<file path="src/rtl/ddr4_lane_dly_ctrl.sv">
// Sequences LOAD / STEP / SEARCH commands onto one DDR4 lane delay line pair (RX/TX DQS).
// Tracks both tap counters locally so the host never has to read the lane back.
module ddr4_lane_dly_ctrl #(
    parameter int unsigned SETTLE_CYCLES = 4,
    parameter logic [7:0]  TAP_PRESET    = 8'd1
) (
    input  logic       FAB_CLK,
    input  logic       RESET_N,
    input  logic       START,
    input  logic [1:0] CMD,
    input  logic       LINE_SEL,
    input  logic       STEP_DIR,
    input  logic [7:0] STEP_CNT,
    input  logic       RX_BURST_DETECT,
    input  logic       RX_DELAY_LINE_OUT_OF_RANGE,
    input  logic       TX_DELAY_LINE_OUT_OF_RANGE,
    output logic       DELAY_LINE_SEL,
    output logic       DELAY_LINE_DIRECTION,
    output logic       DELAY_LINE_LOAD,
    output logic       DELAY_LINE_MOVE,
    output logic       BUSY,
    output logic       DONE,
    output logic       ERR,
    output logic       EDGE_FOUND,
    output logic [7:0] TAP_COUNT,
    output logic [7:0] EDGE_TAP
);

    typedef enum logic [2:0] {IDLE, SETUP, PULSE, SETTLE, CHECK, FIN} state_t;

    localparam logic [1:0] CMD_LOAD    = 2'b00;
    localparam logic [1:0] CMD_SEARCH  = 2'b10;
    localparam logic [1:0] CMD_NOP     = 2'b11;
    localparam logic [3:0] SETTLE_LAST = 4'(SETTLE_CYCLES - 1);

    state_t     state_q, state_d;
    logic [1:0] cmd_q, cmd_d;
    logic       sel_q, sel_d;
    logic       dir_q, dir_d;
    logic [7:0] rem_q, rem_d;
    logic [3:0] settle_q, settle_d;
    logic [7:0] rx_tap_q, rx_tap_d;
    logic [7:0] tx_tap_q, tx_tap_d;
    logic [7:0] edge_tap_q, edge_tap_d;
    logic       move_q, move_d;
    logic       load_q, load_d;
    logic       busy_q, busy_d;
    logic       done_q, done_d;
    logic       err_q, err_d;
    logic       edge_found_q, edge_found_d;

    logic [7:0] cur_tap;
    logic       move_blocked;
    logic       oor;

    assign cur_tap      = sel_q ? tx_tap_q : rx_tap_q;
    assign move_blocked = dir_q ? (cur_tap == 8'hFF) : (cur_tap == 8'h00);
    assign oor          = sel_q ? TX_DELAY_LINE_OUT_OF_RANGE : RX_DELAY_LINE_OUT_OF_RANGE;

    always_comb begin
        state_d      = state_q;
        cmd_d        = cmd_q;
        sel_d        = sel_q;
        dir_d        = dir_q;
        rem_d        = rem_q;
        settle_d     = settle_q;
        rx_tap_d     = rx_tap_q;
        tx_tap_d     = tx_tap_q;
        edge_tap_d   = edge_tap_q;
        err_d        = err_q;
        edge_found_d = edge_found_q;
        move_d       = 1'b0;
        load_d       = 1'b0;

        case (state_q)
            IDLE: begin
                if (START) begin
                    err_d        = 1'b0;
                    edge_found_d = 1'b0;
                    if (CMD == CMD_NOP) begin
                        state_d = FIN;
                    end else begin
                        state_d = SETUP;
                        cmd_d   = CMD;
                        sel_d   = LINE_SEL;
                        dir_d   = (CMD == CMD_SEARCH) ? 1'b1 : STEP_DIR;
                        rem_d   = STEP_CNT;
                    end
                end
            end
            SETUP: begin
                if (cmd_q == CMD_LOAD) begin
                    state_d = PULSE;
                end else if (rem_q == 8'd0) begin
                    state_d = FIN;
                end else if (move_blocked) begin
                    err_d   = 1'b1;
                    state_d = FIN;
                end else begin
                    state_d = PULSE;
                end
            end
            PULSE: begin
                state_d  = SETTLE;
                settle_d = SETTLE_LAST;
            end
            SETTLE: begin
                if (settle_q == 4'd0) begin
                    state_d = (cmd_q == CMD_LOAD) ? FIN : CHECK;
                end else begin
                    settle_d = settle_q - 4'd1;
                end
            end
            CHECK: begin
                // Range error outranks a burst seen in the same sample.
                if (oor) begin
                    err_d   = 1'b1;
                    state_d = FIN;
                end else if ((cmd_q == CMD_SEARCH) && RX_BURST_DETECT) begin
                    edge_found_d = 1'b1;
                    edge_tap_d   = cur_tap;
                    state_d      = FIN;
                end else if (rem_q == 8'd0) begin
                    state_d = FIN;
                end else if (move_blocked) begin
                    err_d   = 1'b1;
                    state_d = FIN;
                end else begin
                    state_d = PULSE;
                end
            end
            FIN:     state_d = IDLE;
            default: state_d = IDLE;
        endcase

        // The tap counter follows the pulse in the same cycle it appears on the lane.
        if (state_d == PULSE) begin
            if (cmd_q == CMD_LOAD) begin
                load_d = 1'b1;
                if (sel_q) tx_tap_d = TAP_PRESET;
                else       rx_tap_d = TAP_PRESET;
            end else begin
                move_d = 1'b1;
                rem_d  = rem_q - 8'd1;
                if (sel_q) tx_tap_d = dir_q ? tx_tap_q + 8'd1 : tx_tap_q - 8'd1;
                else       rx_tap_d = dir_q ? rx_tap_q + 8'd1 : rx_tap_q - 8'd1;
            end
        end

        busy_d = (state_d != IDLE);
        done_d = (state_d == FIN);
    end

    always_ff @(posedge FAB_CLK) begin
        if (!RESET_N) begin
            state_q      <= IDLE;
            cmd_q        <= CMD_LOAD;
            sel_q        <= 1'b0;
            dir_q        <= 1'b0;
            rem_q        <= 8'd0;
            settle_q     <= 4'd0;
            rx_tap_q     <= TAP_PRESET;
            tx_tap_q     <= TAP_PRESET;
            edge_tap_q   <= 8'd0;
            move_q       <= 1'b0;
            load_q       <= 1'b0;
            busy_q       <= 1'b0;
            done_q       <= 1'b0;
            err_q        <= 1'b0;
            edge_found_q <= 1'b0;
        end else begin
            state_q      <= state_d;
            cmd_q        <= cmd_d;
            sel_q        <= sel_d;
            dir_q        <= dir_d;
            rem_q        <= rem_d;
            settle_q     <= settle_d;
            rx_tap_q     <= rx_tap_d;
            tx_tap_q     <= tx_tap_d;
            edge_tap_q   <= edge_tap_d;
            move_q       <= move_d;
            load_q       <= load_d;
            busy_q       <= busy_d;
            done_q       <= done_d;
            err_q        <= err_d;
            edge_found_q <= edge_found_d;
        end
    end

    assign DELAY_LINE_SEL       = sel_q;
    assign DELAY_LINE_DIRECTION = dir_q;
    assign DELAY_LINE_LOAD      = load_q;
    assign DELAY_LINE_MOVE      = move_q;
    assign BUSY                 = busy_q;
    assign DONE                 = done_q;
    assign ERR                  = err_q;
    assign EDGE_FOUND           = edge_found_q;
    assign EDGE_TAP             = edge_tap_q;
    assign TAP_COUNT            = LINE_SEL ? tx_tap_q : rx_tap_q;

endmodule

</file>
<file path="config.mk">
export PLATFORM = sky130hd
export DESIGN_NAME = ddr4_lane_dly_ctrl
export DESIGN_NICKNAME = d
export VERILOG_FILES = /design/src/rtl/ddr4_lane_dly_ctrl.sv
export SDC_FILE = /design/constraint.sdc
export NUM_CORES = 1
export LEC_CHECK = 0
export CORE_MARGIN = 4
export CORE_UTILIZATION = 59
export DETAILED_ROUTE_END_ITERATION = 6
export PLACE_DENSITY = 0.85
export SLEW_MARGIN = 30
export SYNTH_ARGS = -nofsm -noshare
export SYNTH_HDL_FRONTEND = slang
export SYNTH_SLANG_ARGS = --single-unit
</file>
<file path="constraint.sdc">
create_clock -name FAB_CLK -period 4.9 [get_ports FAB_CLK]
set_input_delay 0.98 -clock FAB_CLK [delete_from_list [all_inputs] [get_ports FAB_CLK]]
set_output_delay 0.98 -clock FAB_CLK [all_outputs]
set_load 0.005 [all_outputs]
</file>
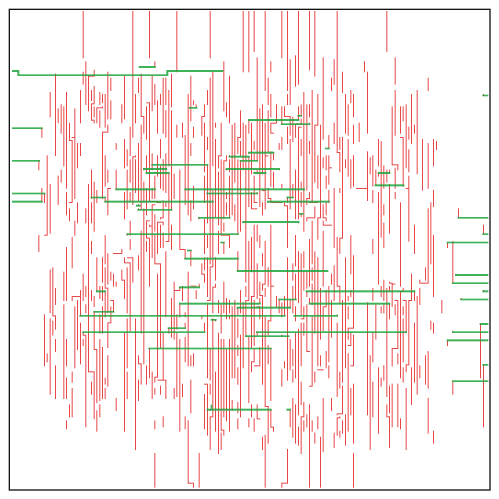
layers.png
Scale: 6 px per um. Two of the layers only.
M3 -> green  # wire length 486 um
M2 -> red  # wire length 3700 um
wire per inst: 16.31 um
DR vias: 2929
final wirelength: 7.683 mm

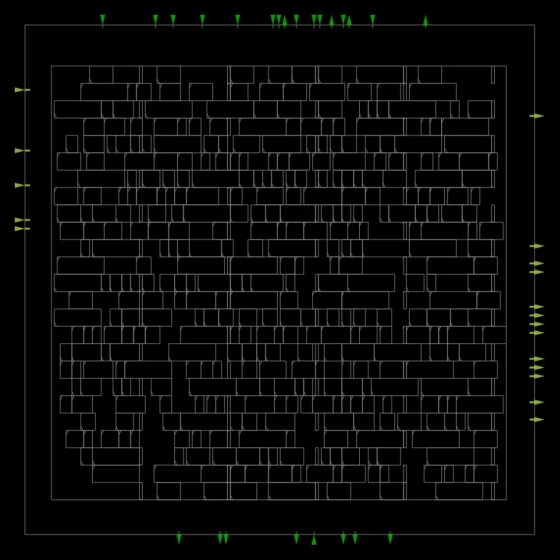
placed.png
non-filler cells, final: 471
# Taps: 67
sequential cell count: 49
core area: 4848 um^2

[kinds of logic (layout without fill, tap and decap cells)]
family | Yosys count | in the layout | synth area share, %
simple gates | 145 | 145 | 24.06
compound gates | 96 | 96 | 21.63
flops | 49 | 49 | 32.18
buf+inv | 35 | 68 | 5.049
mux | 21 | 21 | 7.307
fa+ha+maj | 17 | 17 | 7.471
xor+xnor | 8 | 8 | 2.299
[per-stage QoR]
step / area [um^2] / util [%]
2_1_floorplan: 3048 / -
3_3_place_gp: 3463 / 71.43
3_5_place_dp: 3466 / 71.48
4_1_cts: 3550 / 73.21
5_1_grt: 3550 / 73.21
6_report: 3550 / 73.21
==> results.sh <==
# source this file to load flow results
export IMPL_cts_resized=0
export IMPL_dr_wl_met2_mm=3.703
export IMPL_pg_clk_mw=0.238
export IMPL_whs_endpoint="ERR"
export IMPL_synthesis_nets=406
export IMPL_hpwl_mm=5.540
export IMPL_routabilityCongestion=0.9302
export IMPL_min_delay_start="ERR"
export IMPL_placed_cells=463
export IMPL_max_freq_ghz=0.2792
export IMPL_r2r_cells=7
export IMPL_ys_top_cells_by_area="dfxtp_1, ha_1, nor2_1"
export IMPL_mostFrequentLayoutCells="dfxtp_1, nor2_1, clkdlybuf4s50_1, nand2_1, a21oi_1"
export IMPL_biggestCellCategory="multi-input combinational cells"
export IMPL_syn2layout_area_growth_pct=16.46
export IMPL_flop_cell="dfxtp_1"
export IMPL_setup_tns_ns=0
export IMPL_sh_comb_area_pct=53.97
export IMPL_cts_setup_buffers=0
export IMPL_cts_inserted_buffers=5
export IMPL_num_io_pins=42
export IMPL_worst_path_largest_cell_delay_ns=0.77
export IMPL_path_buffers=2
export IMPL_status="complete, no violations"
export IMPL_synth_area_leader_cell="dfxtp_1"
export IMPL_total_power_mw=1.730
